Design acc_c_dispatch, sky130hd; sources not shown.
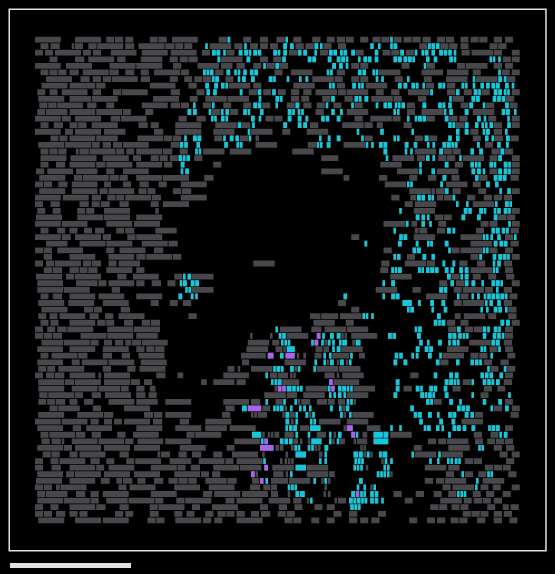
(run_1/gates.png)
Scale bar: 50 um.
family	color	cells
aoi and oai cells	purple	17
nand cells	cyan	779
count of placed standard cells in the final layout, fillers left out: 2458
Comb area share: 24.74%
Top cell excl fill/tap: sky130_fd_sc_hd__clkdlybuf4s50_1

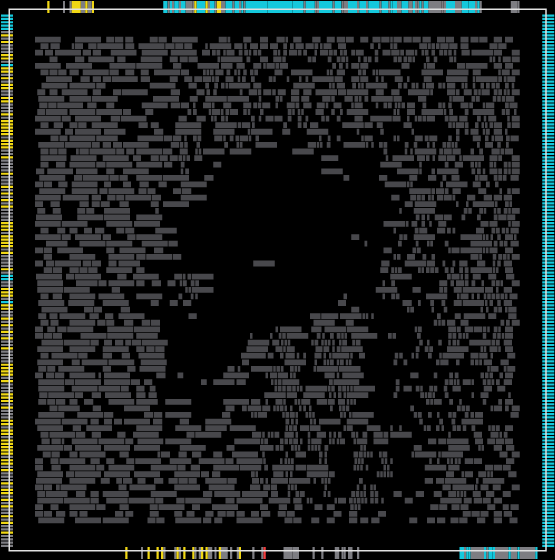
(run_1/pinout.png)
Pins as bars across the die edge, other pins in gray.
port	color	pins	direction	edge
`slv_q_ready_o`	red	1	output	south
`slv_q_payload_i`	yellow	96	input	74 west, 11 south, 11 north
`mst_p_payload_i`	cyan	276	input	162 east, 94 north, 11 south, 9 west
all pins by edge	162 west, 162 east, 160 north, 79 south
width of the die: 221 um
count of port buffers added during placement: 562
die boundary height: 223 um

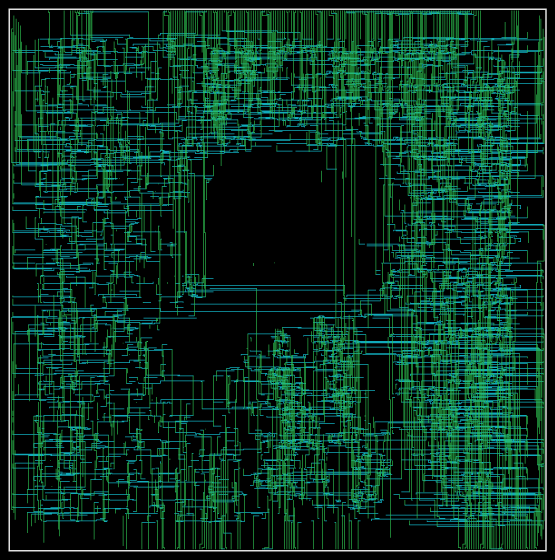
(run_1/layers.png)
Only two layers are drawn.
layer	color	wire length
M2	green	28.4 mm
M1	cyan	21.3 mm
routed wire length per instance: 23.67 um
global routing usage summed across all routing layers: 22.71%
DRT Wirelength: 58190 um
total number of vias: 12510

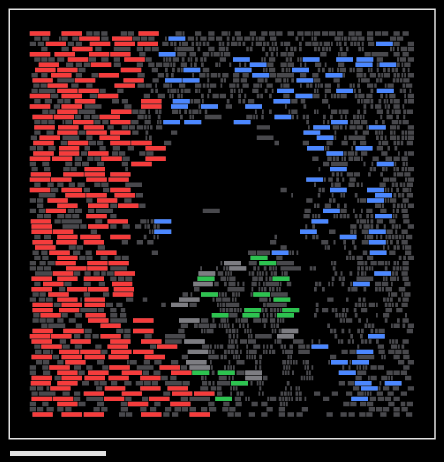
(run_1/ff_map.png)
Scale bar: 50 um.
name in the netlist	color	flops
`slv_p_payload_o`	blue	69
`r_data`	red	192
`r_outst`	green	16
not colored	15
power consumed by sequential cells: 1890 uW
Finished Core Util: 52.58%

==> out/highlights.md, run 1 <==
- pin count of the biggest net entering global routing: 77
- Comb gates: 960
- number of top-level pins: 563
- arrival time at the worst endpoint: 5.70 ns
- worst path required time: 7.76 ns
- area share of and/or/nand/nor cells after synthesis: 26.09%
- net switching power of the design: 3327 uW
- Final Slew Violations: 0
- count leader, synth: sky130_fd_sc_hd__nand2_1
- number of cells produced by synthesis: 1378
- Max IR drop VDD: 0.2705 mV
- synthesized-area fraction occupied by ao, oa, aoi and oai cells: 0.8924%
- routed length on met3: 6476 um
- number of sinks handled by clock tree synthesis: 292
- met2 wirelength from detailed routing: 28370 um
- Worst Hold Margin: 0.4803 ns
- Mux cell area share: 7.634%
- DRC violation count after routing: 0
- portion of synthesized cell area occupied by the leading cell type: 41.99%
- max-slew headroom at the worst pin: 23.69%
- critical path fanouts, max: 73
- ys async rst share: 32.19%
- Logic area: 0.005251 sq mm
- Total Power: 7436 uW
- CTS resizes: 0
- Dominant Register Cell: sky130_fd_sc_hd__edfxtp_1
- via count of the first global-routing pass: 12850
- type of destination of the critical path: primary output
- Max Cap Viol: 0
- total tool warning count: 26
- Setup CP Type: input port to primary output
- post-synth tally of flip-flops with integrated enable: 198
- post-synthesis cell type with the largest combined area: sky130_fd_sc_hd__edfxtp_1
- met2 usage in global routing: 38.09%
- synthesis-to-finish area growth: 49.89%
- Net count, final: 2300
- run status: finished, final reports clean
--- run 2 (diff from run 1) ---
- CORE_AREA: 10 10 211 213 -> 10 10 213 215
- DIE_AREA: 0 0 221 223 -> 0 0 223 225
- PLACE_DENSITY: 0.67 -> 0.66
- clock period: 9.7 -> 7.62 ns (I/O delays scaled with it)
==> run 2 against run 1 <==
  * Worst hold slack lost 0.0033 ns
  * Power up 27%
  * Clock skew fell by 0.0079 ns
  * Wire length up 1.0%
  * Critical path depth is 2 higher
  * First-iteration DRC count grew 2.5%
  * Critical endpoint unchanged
  * Highest routed layer unchanged
  * Worst setup slack worse by 0.43 ns
  * Largest power group unchanged
  * Sequential share of layout area is essentially flat
  * Cell area barely moved
  * Synthesized cell count did not move
  * Count of clock-buffer cells in the layout increased by 7
  * Non-clock buffer count increased by 2
==> out/highlights.md, run 2 <==
- run status: finished, final reports clean
- CTS resizes: 0, unchanged
- CP Buf/Inv Count: 4
- max-slew headroom at the worst pin: 10.84%, -13 points
- DRC violation count after routing: 0, unchanged
- total tool warning count: 29, +12%
- via count of the first global-routing pass: 13040, +1.5%
- power consumed by sequential cells: 2400 uW, +27%
- Max IR drop VDD: 0.4485 mV, +66%
- routed wire length per instance: 23.79 um, +0.48%
- post-synthesis cell type with the largest combined area: sky130_fd_sc_hd__edfxtp_1
- synthesis-to-finish area growth: 49.91%, about the same
- critical path fanouts, max: 71, -2.7%
- Final Slew Violations: 0, unchanged
- number of top-level pins: 563, unchanged
- DRT Wirelength: 58780 um, +1.0%
- post-synth tally of flip-flops with integrated enable: 198, unchanged
- Net count, final: 2302, +0.087%
- number of cells produced by synthesis: 1378, unchanged
- Mux cell area share: 7.634%, unchanged
- synthesized-area fraction occupied by ao, oa, aoi and oai cells: 0.8924%, unchanged
- type of destination of the critical path: primary output
- count leader, synth: sky130_fd_sc_hd__nand2_1
- Dominant Register Cell: sky130_fd_sc_hd__edfxtp_1
- Worst Hold Margin: 0.4770 ns, -0.003288 ns
- routed length on met3: 7141 um, +10%
- Logic area: 0.005256 sq mm, about the same
- worst path required time: 6.10 ns, -1.66 ns
- Max Cap Viol: 0, unchanged
- Top cell excl fill/tap: sky130_fd_sc_hd__clkdlybuf4s50_1
- number of sinks handled by clock tree synthesis: 292, unchanged
- net switching power of the design: 4264 uW, +28%
- Comb gates: 960, unchanged
- fill count: 3779
- count of port buffers added during placement: 562, unchanged
- ys async rst share: 32.19%, unchanged
- Total Power: 9470 uW, +27%
- global routing usage summed across all routing layers: 22.37%, -0.34 points
- met2 wirelength from detailed routing: 28990 um, +2.2%
- arrival time at the worst endpoint: 4.46 ns, -1.24 ns
- total number of vias: 12570, +0.51%
- Finished Core Util: 51.30%, -1.3 points
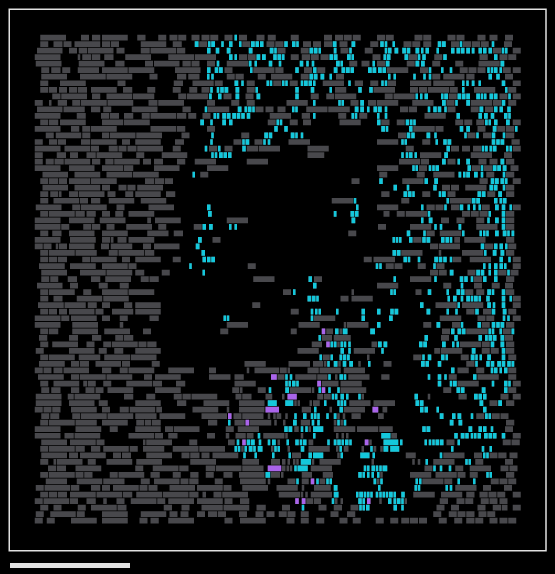
(run_2/gates.png)
Scale bar: 50 um.
family	color	cells
aoi and oai cells	purple	17
nand cells	cyan	779
Comb area share: 24.76%
count of placed standard cells in the final layout, fillers left out: 2471

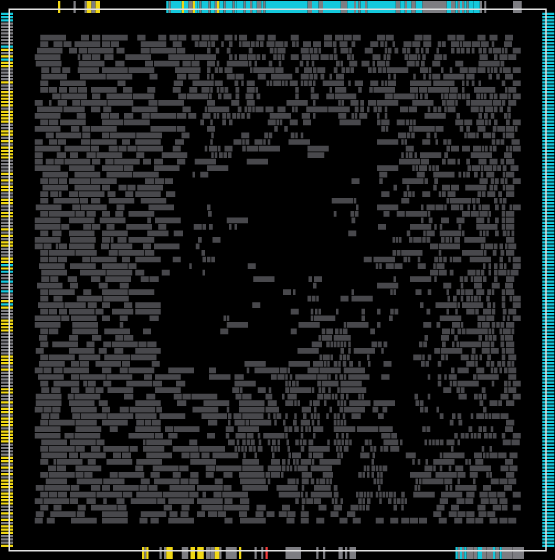
(run_2/pinout.png)
Pins as bars across the die edge, other pins in gray.
width of the die: 223 um
die boundary height: 225 um

Power figures rest on the tool's default switching activity, not on a simulated workload.
